**src/rtl/ysyx_22041412_lsu.sv**
```systemverilog
// Load/store unit: one outstanding access, 64-bit bus, byte-lane store masks, sign/zero-extended loads.
// Optional misalignment trap enabled by defining YSYX_22041412_LSU_MISALIGN_CHK_EN.
`timescale 1ns/1ps
module ysyx_22041412_lsu #(
    parameter int TIMEOUT = 255
) (
    input  logic        clk,
    input  logic        rst,
    input  logic        in_valid,
    output logic        in_ready,
    input  logic [6:0]  opcode,
    input  logic [2:0]  func3,
    input  logic [63:0] addr,
    input  logic [63:0] wdata,
    output logic        out_valid,
    input  logic        out_ready,
    output logic [63:0] rdata,
    output logic        bus_err,
    output logic        misalign,
    output logic        mem_req,
    output logic        mem_we,
    output logic [63:0] mem_addr,
    output logic [63:0] mem_wdata,
    output logic [7:0]  mem_wmask,
    input  logic        mem_gnt,
    input  logic        mem_rvalid,
    input  logic [63:0] mem_rdata
);
    localparam logic [6:0] OP_LOAD  = 7'b0000011;
    localparam logic [6:0] OP_STORE = 7'b0100011;
    localparam int         CW       = $clog2(TIMEOUT + 1);

    typedef enum logic [1:0] {S_IDLE = 2'd0, S_REQ = 2'd1, S_RESP = 2'd2, S_DONE = 2'd3} state_t;

    state_t         r_state, w_state_nxt;
    logic [2:0]     r_func3, r_off;
    logic           r_is_store;
    logic [CW-1:0]  r_cnt;
    logic           r_in_ready, r_out_valid, r_mem_req, r_mem_we, r_bus_err, r_misalign;
    logic [63:0]    r_mem_addr, r_mem_wdata, r_rdata;
    logic [7:0]     r_mem_wmask;

    logic           w_is_load, w_is_store, w_illegal, w_misal, w_accept;
    logic [63:0]    w_ld_shift, w_res_data;
    logic           w_done_en, w_res_err, w_res_mis;

    function automatic logic [63:0] ld_extend(input logic [2:0] f3, input logic [63:0] d);
        case (f3)
            3'b000:  ld_extend = {{56{d[7]}},  d[7:0]};
            3'b001:  ld_extend = {{48{d[15]}}, d[15:0]};
            3'b010:  ld_extend = {{32{d[31]}}, d[31:0]};
            3'b011:  ld_extend = d;
            3'b100:  ld_extend = {56'd0, d[7:0]};
            3'b101:  ld_extend = {48'd0, d[15:0]};
            3'b110:  ld_extend = {32'd0, d[31:0]};
            default: ld_extend = 64'd0;
        endcase
    endfunction

    // Lanes shifted past byte 7 fall off the 8-bit result.
    function automatic logic [7:0] st_mask(input logic [1:0] sz, input logic [2:0] off);
        case (sz)
            2'b00:   st_mask = 8'h01 << off;
            2'b01:   st_mask = 8'h03 << off;
            2'b10:   st_mask = 8'h0F << off;
            default: st_mask = 8'hFF;
        endcase
    endfunction

    assign w_is_load  = (opcode == OP_LOAD);
    assign w_is_store = (opcode == OP_STORE);
    assign w_illegal  = (w_is_load && (func3 == 3'b111)) || (w_is_store && func3[2]);
    assign w_accept   = (r_state == S_IDLE) && in_valid;
    assign w_ld_shift = mem_rdata >> {r_off, 3'b000};

`ifdef YSYX_22041412_LSU_MISALIGN_CHK_EN
    assign w_misal = (w_is_load || w_is_store) &&
                     (((func3[1:0] == 2'b01) && (addr[0] != 1'b0)) ||
                      ((func3[1:0] == 2'b10) && (addr[1:0] != 2'b00)) ||
                      ((func3[1:0] == 2'b11) && (addr[2:0] != 3'b000)));
`else
    assign w_misal = 1'b0;
`endif

    // Next state plus the result captured on entry to DONE.
    always_comb begin
        w_state_nxt = r_state;
        w_done_en   = 1'b0;
        w_res_data  = 64'd0;
        w_res_err   = 1'b0;
        w_res_mis   = 1'b0;
        case (r_state)
            S_IDLE: begin
                if (!in_valid) begin
                    w_state_nxt = S_IDLE;
                end else if (!(w_is_load || w_is_store)) begin
                    w_state_nxt = S_DONE;
                    w_done_en   = 1'b1;
                    w_res_data  = addr;
                end else if (w_illegal || w_misal) begin
                    w_state_nxt = S_DONE;
                    w_done_en   = 1'b1;
                    w_res_mis   = w_misal && !w_illegal;
                end else begin
                    w_state_nxt = S_REQ;
                end
            end
            S_REQ: begin
                if (!mem_gnt) begin
                    w_state_nxt = S_REQ;
                end else if (r_is_store) begin
                    w_state_nxt = S_DONE;
                    w_done_en   = 1'b1;
                end else begin
                    w_state_nxt = S_RESP;
                end
            end
            S_RESP: begin
                if (mem_rvalid) begin
                    w_state_nxt = S_DONE;
                    w_done_en   = 1'b1;
                    w_res_data  = ld_extend(r_func3, w_ld_shift);
                end else if (r_cnt == CW'(TIMEOUT - 1)) begin
                    w_state_nxt = S_DONE;
                    w_done_en   = 1'b1;
                    w_res_err   = 1'b1;
                end else begin
                    w_state_nxt = S_RESP;
                end
            end
            S_DONE: begin
                if (out_ready) begin
                    w_state_nxt = S_IDLE;
                end else begin
                    w_state_nxt = S_DONE;
                end
            end
            default: w_state_nxt = S_IDLE;
        endcase
    end

    // State register with all handshake and bus outputs registered from the next state.
    always_ff @(posedge clk) begin
        if (rst) begin
            r_state     <= S_IDLE;
            r_func3     <= 3'd0;
            r_off       <= 3'd0;
            r_is_store  <= 1'b0;
            r_cnt       <= {CW{1'b0}};
            r_in_ready  <= 1'b1;
            r_out_valid <= 1'b0;
            r_mem_req   <= 1'b0;
            r_mem_we    <= 1'b0;
            r_mem_addr  <= 64'd0;
            r_mem_wdata <= 64'd0;
            r_mem_wmask <= 8'd0;
            r_rdata     <= 64'd0;
            r_bus_err   <= 1'b0;
            r_misalign  <= 1'b0;
        end else begin
            r_state     <= w_state_nxt;
            r_in_ready  <= (w_state_nxt == S_IDLE);
            r_out_valid <= (w_state_nxt == S_DONE);
            r_mem_req   <= (w_state_nxt == S_REQ);
            r_mem_we    <= (w_state_nxt == S_REQ) && (w_accept ? w_is_store : r_is_store);
            if ((r_state == S_RESP) && (w_state_nxt == S_RESP)) begin
                r_cnt <= r_cnt + CW'(1);
            end else begin
                r_cnt <= {CW{1'b0}};
            end
            if (w_accept) begin
                r_func3    <= func3;
                r_off      <= addr[2:0];
                r_is_store <= w_is_store;
            end
            if (w_accept && (w_state_nxt == S_REQ)) begin
                r_mem_addr  <= {addr[63:3], 3'b000};
                r_mem_wdata <= wdata << {addr[2:0], 3'b000};
                r_mem_wmask <= w_is_store ? st_mask(func3[1:0], addr[2:0]) : 8'd0;
            end
            if (w_done_en) begin
                r_rdata    <= w_res_data;
                r_bus_err  <= w_res_err;
                r_misalign <= w_res_mis;
            end
        end
    end

    assign in_ready  = r_in_ready;
    assign out_valid = r_out_valid;
    assign rdata     = r_rdata;
    assign bus_err   = r_bus_err;
    assign misalign  = r_misalign;
    assign mem_req   = r_mem_req;
    assign mem_we    = r_mem_we;
    assign mem_addr  = r_mem_addr;
    assign mem_wdata = r_mem_wdata;
    assign mem_wmask = r_mem_wmask;
endmodule

```
**config.mk**
```make
export PLATFORM = sky130hd
export DESIGN_NAME = ysyx_22041412_lsu
export DESIGN_NICKNAME = d
export VERILOG_FILES = /design/src/rtl/ysyx_22041412_lsu.sv
export SDC_FILE = /design/constraint.sdc
export NUM_CORES = 1
export LEC_CHECK = 0
export ABC_AREA = 1
export CORE_MARGIN = 2
export CORE_UTILIZATION = 35
export DETAILED_ROUTE_END_ITERATION = 7
export SYNTH_ARGS = -nofsm -noshare
export SYNTH_HDL_FRONTEND = slang
export SYNTH_SLANG_ARGS = --single-unit
export TNS_END_PERCENT = 100
```
**constraint.sdc**
```tcl
create_clock -name clk -period 3.9 [get_ports clk]
set_input_delay 0.78 -clock clk [delete_from_list [all_inputs] [get_ports clk]]
set_output_delay 0.78 -clock clk [all_outputs]
set_load 0.05 [all_outputs]
```
==> flow_summary_export.csv, run 1 <==
group,metric,value,unit
critical_path,worstPathCellList,"clkdlybuf4s50_1 -> ha_1 -> inv_1 -> nand2_1 -> nand3_2 -> nand4_4 -> inv_1 -> a21oi_1",
final_timing,finClkSkew,0.0176,ns
layout,top_layout_cells,"703 x nand2_1, 407 x clkdlybuf4s50_1, 271 x nor2_1",
layout,clock_area_share,4.52,%
global_routing,grt_overflow,0,
detailed_routing,dr.max_layer_used,"met5",
layout,sh_seq_area,23.9,%
final_timing,fmax,372,MHz
synth,numSynthFlops,219,
final_timing,setup_viol,0,
critical_path,slowest_stage,"inv_1",
critical_path,reg2regPathDepth,11,
critical_path,critical-path-max-stage-delay,0.66,ns
global_routing,global_route.peak_usage_layer,"met2",
final_timing,final.min_clock_period,2.69,ns
global_routing,groute.layer.met3.usage,6.32,%
floorplanning,std_cell_core_area,37400,sq um
layout,regArea,4390,sq um
cts,clock_path_buffers,3,
hold_path,hold_path_cells,1,
power_and_ir_drop,relative_contribution_of_combinational_cells_to_total_power,42.2,%
cts,cts_resized,0,
final_timing,hold_viol,0,
run_status,status,"finished clean",
power_and_ir_drop,sequential_power,2.72,mW
power_and_ir_drop,cellInternalPower,5.15,mW
detailed_routing,detailroute.wirelength.met3,5.22,mm
cts,cts_num_sinks,219,
cts,path_clk_slew,0.06,ns
final_timing,worst_pin_slew,1.09,ns
critical_path,category_of_the_worst_setup_path_capture_point,"flip-flop",
layout,finish.utilization,49.0,%
floorplanning,floorplan.die.width,198,um
layout,signal_buffer_area_fraction,24.0,%
synth,synth_largest_type_area_fraction,33.1,%
final_timing,fin_hold_ws,0.470,ns
cts,cts_inserted_buffers,27,
critical_path,worst-endpoint-arrival,3.08,ns
detailed_routing,viasPerCell,5.04,
power_and_ir_drop,power.share.switching,42.0,%
place,place.detailed.instances,3009,
final_timing,grt_setup_unrepaired,"false",
layout,layout.cells.non_filler,3057,
layout,clkbuf_count,39,
hold_path,worst_hold_path_type,"flip-flop to flip-flop",
critical_path,r2r_start,"r_off[0]",
synth,synthesized_area_fraction_occupied_by_and_or_nand_nor_cells,38.8,%
synth,yosys_cells,2216,
layout,share_of_post_route_cells_with_drive_strength_above_1,4.32,%
global_routing,maximum_number_of_pins_on_one_net_before_global_route_repair,102,
layout,layout.area.comb,7040,sq um
layout,sequential_cell_total,219,
synth,yosys-top-cells-count,"703 x nand2_1, 272 x nor2_1, 259 x inv_1, 219 x dfxtp_1, 142 x nand3_1",
global_routing,grt_first_pass_wirelength,84.3,mm
cts,tritoncts,"built",
final_timing,timing.slew.headroom,27.3,%
place,detailed_place.area,17500,sq um
job,max_cap_viol_count,0,
detailed_routing,drc_violation_count_after_routing,0,
layout,n_fill_cell,3868,
power_and_ir_drop,pwr-share-clk,27.1,%
synth,fraction_of_registers_with_async_set_reset,0,%
hold_path,holdCritStartpoint,"r_cnt[0]",
floorplanning,ios,414,
detailed_routing,route.detailed.wl_per_inst,18.6,um
critical_path,worstPathRequired,4.29,ns
global_routing,met2_track_usage_gr,45.3,%
cts,cts_max_level,1,
detailed_routing,detail_route.iter0.violations,1296,
detailed_routing,routed-wl-met2,25.6,mm
global_routing,grt_pass1_vias,14339,
power_and_ir_drop,worst_ir_drop_vdd,320,uV
critical_path,worst_setup_path_start_kind,"primary input",
critical_path,r2r_slack,1.22,ns
detailed_routing,detailedRoute.firstPassIterationCount,6,
layout,antennaDiodeCount,2,
place,place_ws,0.716,ns
floorplanning,die_area,39400,sq um
place,io_buffer_count,409,
critical_path,worstPathBufferInverterCount,3,
detailed_routing,detail_route.wirelength.met1,24.2,mm
power_and_ir_drop,power_density,484,nW/um^2
layout,final_net_count,2739,
layout,sh_comb_area,38.4,%
critical_path,timing.critical_path.from,"func3[1]",
layout,n_multi_input_combinational_cell,1564,
power_and_ir_drop,p_total,8.88,mW
detailed_routing,routed_wirelength,56.7,mm
synth,synth.area.mux_share,0.227,%
detailed_routing,final_antenna_net_count,0,
power_and_ir_drop,p_comb,3.75,mW
synth,enable_flop_cells,0,
place,detailed_place_hpwl,42.5,mm
job,stage_log_warnings,30,
synth,synth_top_cell_by_area,"dfxtp_1",
synth,syn_inst,2216,
floorplanning,die_height,198,um
final_timing,timing_max_transition_violations_final,0,
critical_path,reg2reg_to,"rdata[31]",
cts,post_cts_setup_buffer_count,0,
power_and_ir_drop,power.sequential.fraction,30.7,%
cts,ctsRootBufferMaster,"clkbuf_16",
final_timing,post-route-period-util,69.0,%
critical_path,worstPathMaxFanout,18,
final_timing,timing.setup.tns,0,ns
synth,synth_xor_xnor_area_share,0.331,%
critical_path,critPathCapture,"mem_wdata[44]",
power_and_ir_drop,net-switching-power,3.72,mW
layout,final.signal_inverter_count,273,
critical_path,timing_worst_setup_path_type,"primary input to flip-flop",
synth,netlist_area_before_placement,13200,sq um
global_routing,grt_usage,27.9,%
synth,synth.avg_cell_area,5.97,sq um
synth,topCellsByArea,"dfxtp_1 33%, nand2_1 20%, nor2_1 7.7%",
global_routing,antenna_found_initial,3,
layout,largest_cell_class,"multi-input combinational cells",
synth,most_frequent_cell_after_synthesis,"nand2_1",
critical_path,most_frequent_cell_on_critical_path,"inv_1",
synth,synth_adder_area_share,0.378,%
detailed_routing,via_count,15415,
floorplanning,tapcell.inserted,511,
floorplanning,std_cell_rows,71,
floorplanning,initial_core_util,35.4,%
global_routing,grt.met1_usage,36.8,%
hold_path,min_to,"r_cnt[0]",
synth,compound_area_share,13.3,%
critical_path,worstSetupPathDepth,8,
power_and_ir_drop,power_leakage,8.56,nW
layout,final_common_cell,"nand2_1",
synth,ys_top_logic_family,"simple AND/OR/NAND/NOR gates",
power_and_ir_drop,heaviest_power_group,"combinational cells",
synth,synth_chip_area,13200,sq um
synth,yosysUniqueCellTypes,40,
synth,ff_type,"dfxtp_1",
place,weighted_congestion_reported_at_the_end_of_routability_driven_placement,0.952,
synth,yosys_warnings,0,
synth,synth.yosys.seq_area_share,33.1,%
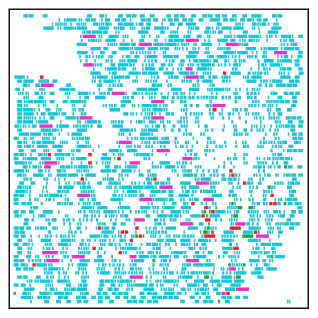
(run_1/sizes.png)
Drawn at 1.5 px/um.
_2 cells: in green, cells 36, share 1.4%. _6 and larger: in magenta, cells 39, share 1.5%. _3 and _4 cells: in red, cells 35, share 1.4%. _0 and _1 cells: in cyan, cells 2434, share 96%.
minimum setup slack in the final design: 1.21 ns
non-clock buffer total of the final layout: 442
area growth from synthesis to layout: 38.6%
final std cell area, no fill: 18300 sq um

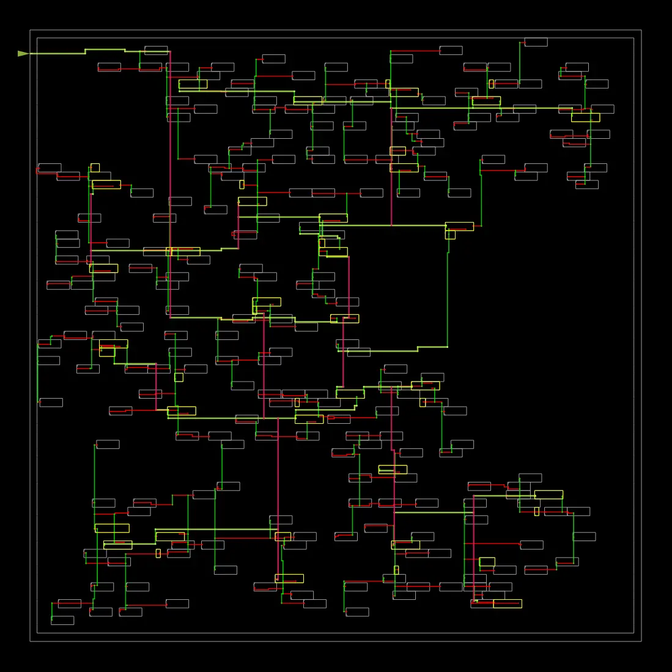
(run_1/clocks.png)
Skew-Pair Late Insertion Delay: 0.54 ns
clock network power consumption: 2.41 mW

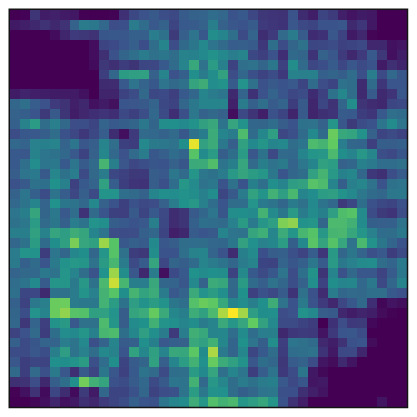
(run_1/metal_density.png)
Drawn at 2 px/um. 40 x 40 tiles, from dark purple (low) to yellow (high), scaled to the fullest tile. Values are wire area over tile area, all layers added.
7.7% of the tiles are nearly empty. 16% of the tiles are over half the peak. The mean over all tiles is 0.24. The fullest tile reaches 0.74.

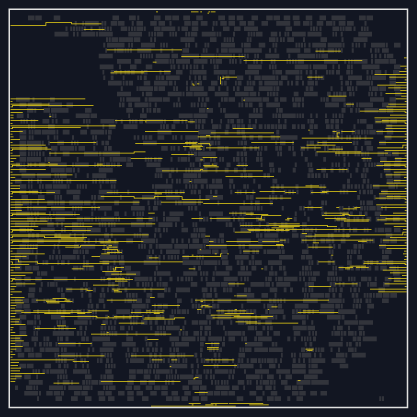
(run_1/layer_met3.png)
Drawn at 2 px/um. Cells faint in the background.
The layer carries 5220 um of wire. 344 nets have wire on it. The wires run mostly horizontal. The longest straight run is 72.0 um. The layer holds 9.2% of the routed length.

==> run_1/placement_by_type.png <==
Drawn at 2 px/um.
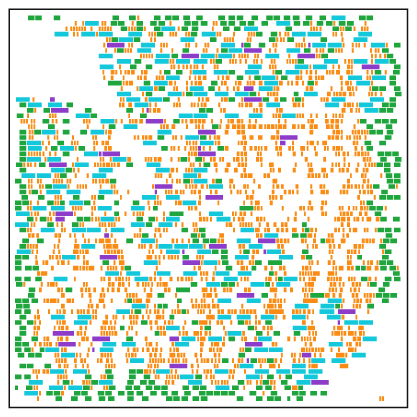

==> run 2: changes to the inputs <==
- clock period: 3.9 -> 2.78 ns (I/O delays scaled with it)
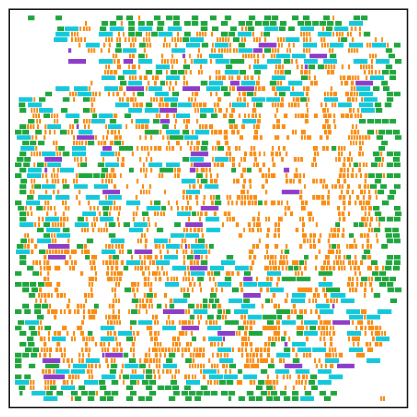
(run_2/placement_by_type.png)
Drawn at 2 px/um.
clock drivers and dummy loads: in purple, cells 49. other buffers and delay cells: in green, cells 475. combinational and other logic: in orange, cells 1837. flops: in cyan, cells 219.
final std cell area, no fill: 18800 sq um
Seq/total area: 23.3%
end-of-flow core utilization: 50.2%
Std-Cell Core Area: 37400 sq um

==> run 2 against run 1 <==
Synthesized area is the same. Combinational power up 43%. Sequential power up about 40%. Synthesized cell count unchanged. First-iteration DRC count did not move. Worst setup slack worse by 0.83 ns. Utilization rose by 1.2 points. Clock power rose by 53%. Largest cell class unchanged. Highest routed layer is now met4.
==> flow_summary_export.csv, run 2 <==
group,metric,value,unit
final_timing,timing.setup.tns,0,ns
synth,yosys-top-cells-count,"703 x nand2_1, 272 x nor2_1, 259 x inv_1, 219 x dfxtp_1, 142 x nand3_1",
critical_path,reg2regPathDepth,12,
final_timing,worst_pin_slew,0.733,ns
layout,largest_cell_class,"multi-input combinational cells",
power_and_ir_drop,worst_ir_drop_vdd,452,uV
job,stage_log_warnings,28,
power_and_ir_drop,pwr-share-clk,28.7,%
floorplanning,std_cell_rows,71,
critical_path,worstPathRequired,2.22,ns
floorplanning,die_area,39400,sq um
cts,cts_num_sinks,219,
final_timing,grt_setup_unrepaired,"false",
critical_path,timing.critical_path.from,"rdata[9]",
cts,clock_path_buffers,3,
layout,antennaDiodeCount,2,
critical_path,category_of_the_worst_setup_path_capture_point,"output pin",
layout,final_net_count,2772,
detailed_routing,detail_route.iter0.violations,1296,
run_status,status,"finished clean",
synth,topCellsByArea,"dfxtp_1 33%, nand2_1 20%, nor2_1 7.7%",
detailed_routing,detailroute.wirelength.met3,4.64,mm
synth,synth.avg_cell_area,5.97,sq um
job,max_cap_viol_count,0,
floorplanning,die_height,198,um
power_and_ir_drop,p_comb,5.35,mW
synth,synth_largest_type_area_fraction,33.1,%
final_timing,timing.slew.headroom,51.1,%
global_routing,grt_first_pass_wirelength,86.1,mm
final_timing,finClkSkew,0.0178,ns
layout,final_common_cell,"nand2_1",
critical_path,slowest_stage,"clkdlybuf4s50_1",
synth,ff_type,"dfxtp_1",
synth,netlist_area_before_placement,13200,sq um
place,place_ws,0.102,ns
power_and_ir_drop,clock_power,3.69,mW
layout,sh_comb_area,37.5,%
detailed_routing,final_antenna_net_count,0,
critical_path,worstPathCellList,"clkdlybuf4s50_1",
global_routing,groute.layer.met3.usage,6.90,%
power_and_ir_drop,power_density,685,nW/um^2
critical_path,worstSetupPathDepth,1,
critical_path,r2r_start,"r_off[0]",
critical_path,reg2reg_to,"rdata[33]",
synth,synth_chip_area,13200,sq um
final_timing,post-route-period-util,86.5,%
floorplanning,floorplan.die.width,198,um
cts,cts_inserted_buffers,27,
synth,synthesized_area_fraction_occupied_by_and_or_nand_nor_cells,38.8,%
critical_path,critical-path-max-stage-delay,0.87,ns
floorplanning,tapcell.inserted,511,
cts,ctsRootBufferMaster,"clkbuf_16",
layout,layout.cells.non_filler,3093,
layout,n_multi_input_combinational_cell,1564,
power_and_ir_drop,power_leakage,8.82,nW
final_timing,fmax,416,MHz
critical_path,r2r_slack,0.38,ns
final_timing,timing.final.ws_setup,0.376,ns
detailed_routing,viasPerCell,5.00,
global_routing,grt_usage,28.2,%
detailed_routing,dr.max_layer_used,"met4",
hold_path,min_to,"r_cnt[0]",
cts,clk-insertion-delay-late,0.55,ns
detailed_routing,route.detailed.wl_per_inst,18.5,um
final_timing,timing_max_transition_violations_final,0,
critical_path,timing_worst_setup_path_type,"flip-flop to output pin",
final_timing,final.min_clock_period,2.40,ns
power_and_ir_drop,heaviest_power_group,"combinational cells",
layout,syn_to_final_growth,42.0,%
final_timing,fin_hold_ws,0.461,ns
synth,synth_top_cell_by_area,"dfxtp_1",
synth,synth_xor_xnor_area_share,0.331,%
place,weighted_congestion_reported_at_the_end_of_routability_driven_placement,0.937,
power_and_ir_drop,p_total,12.9,mW
detailed_routing,routed-wl-met2,25.5,mm
place,io_buffer_count,409,
critical_path,worstPathBufferInverterCount,1,
detailed_routing,detail_route.wirelength.met1,25.1,mm
critical_path,critPathCapture,"rdata[9]",
hold_path,worst_hold_path_type,"flip-flop to flip-flop",
place,place.detailed.instances,3042,
global_routing,grt.met1_usage,37.1,%
layout,regArea,4390,sq um
global_routing,antenna_found_initial,2,
critical_path,worst-endpoint-arrival,1.85,ns
synth,most_frequent_cell_after_synthesis,"nand2_1",
layout,signal_buffer_area_fraction,25.4,%
global_routing,grt_overflow,0,
layout,n_fill_cell,3867,
place,detailed_place_hpwl,43.4,mm
floorplanning,ios,414,
global_routing,global_route.peak_usage_layer,"met2",
cts,tritoncts,"built",
synth,enable_flop_cells,0,
synth,synth_adder_area_share,0.378,%
synth,yosys_cells,2216,
synth,syn_inst,2216,
cts,cts_resized,0,
hold_path,hold_path_cells,1,
synth,synth.area.mux_share,0.227,%
synth,numSynthFlops,219,
synth,yosysUniqueCellTypes,40,
layout,final.signal_inverter_count,273,
layout,share_of_post_route_cells_with_drive_strength_above_1,5.78,%
power_and_ir_drop,net-switching-power,5.31,mW
floorplanning,initial_core_util,35.4,%
critical_path,worstPathMaxFanout,2,
synth,compound_area_share,13.3,%
synth,yosys_warnings,0,
detailed_routing,via_count,15475,
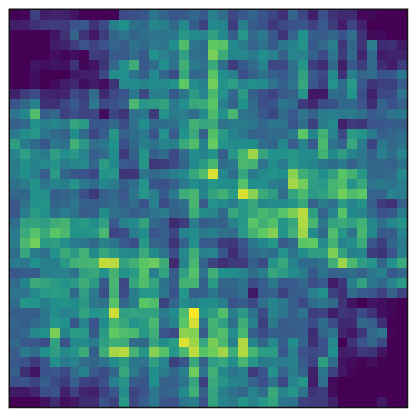
(run_2/metal_density.png)
Drawn at 2 px/um. 40 x 40 tiles, from dark purple (low) to yellow (high), scaled to the fullest tile. Values are wire area over tile area, all layers added.
The mean over all tiles is 0.24. 24% of the tiles are over half the peak. 5.3% of the tiles are nearly empty. The fullest tile reaches 0.64.

Power and IR drop assume default switching activity.
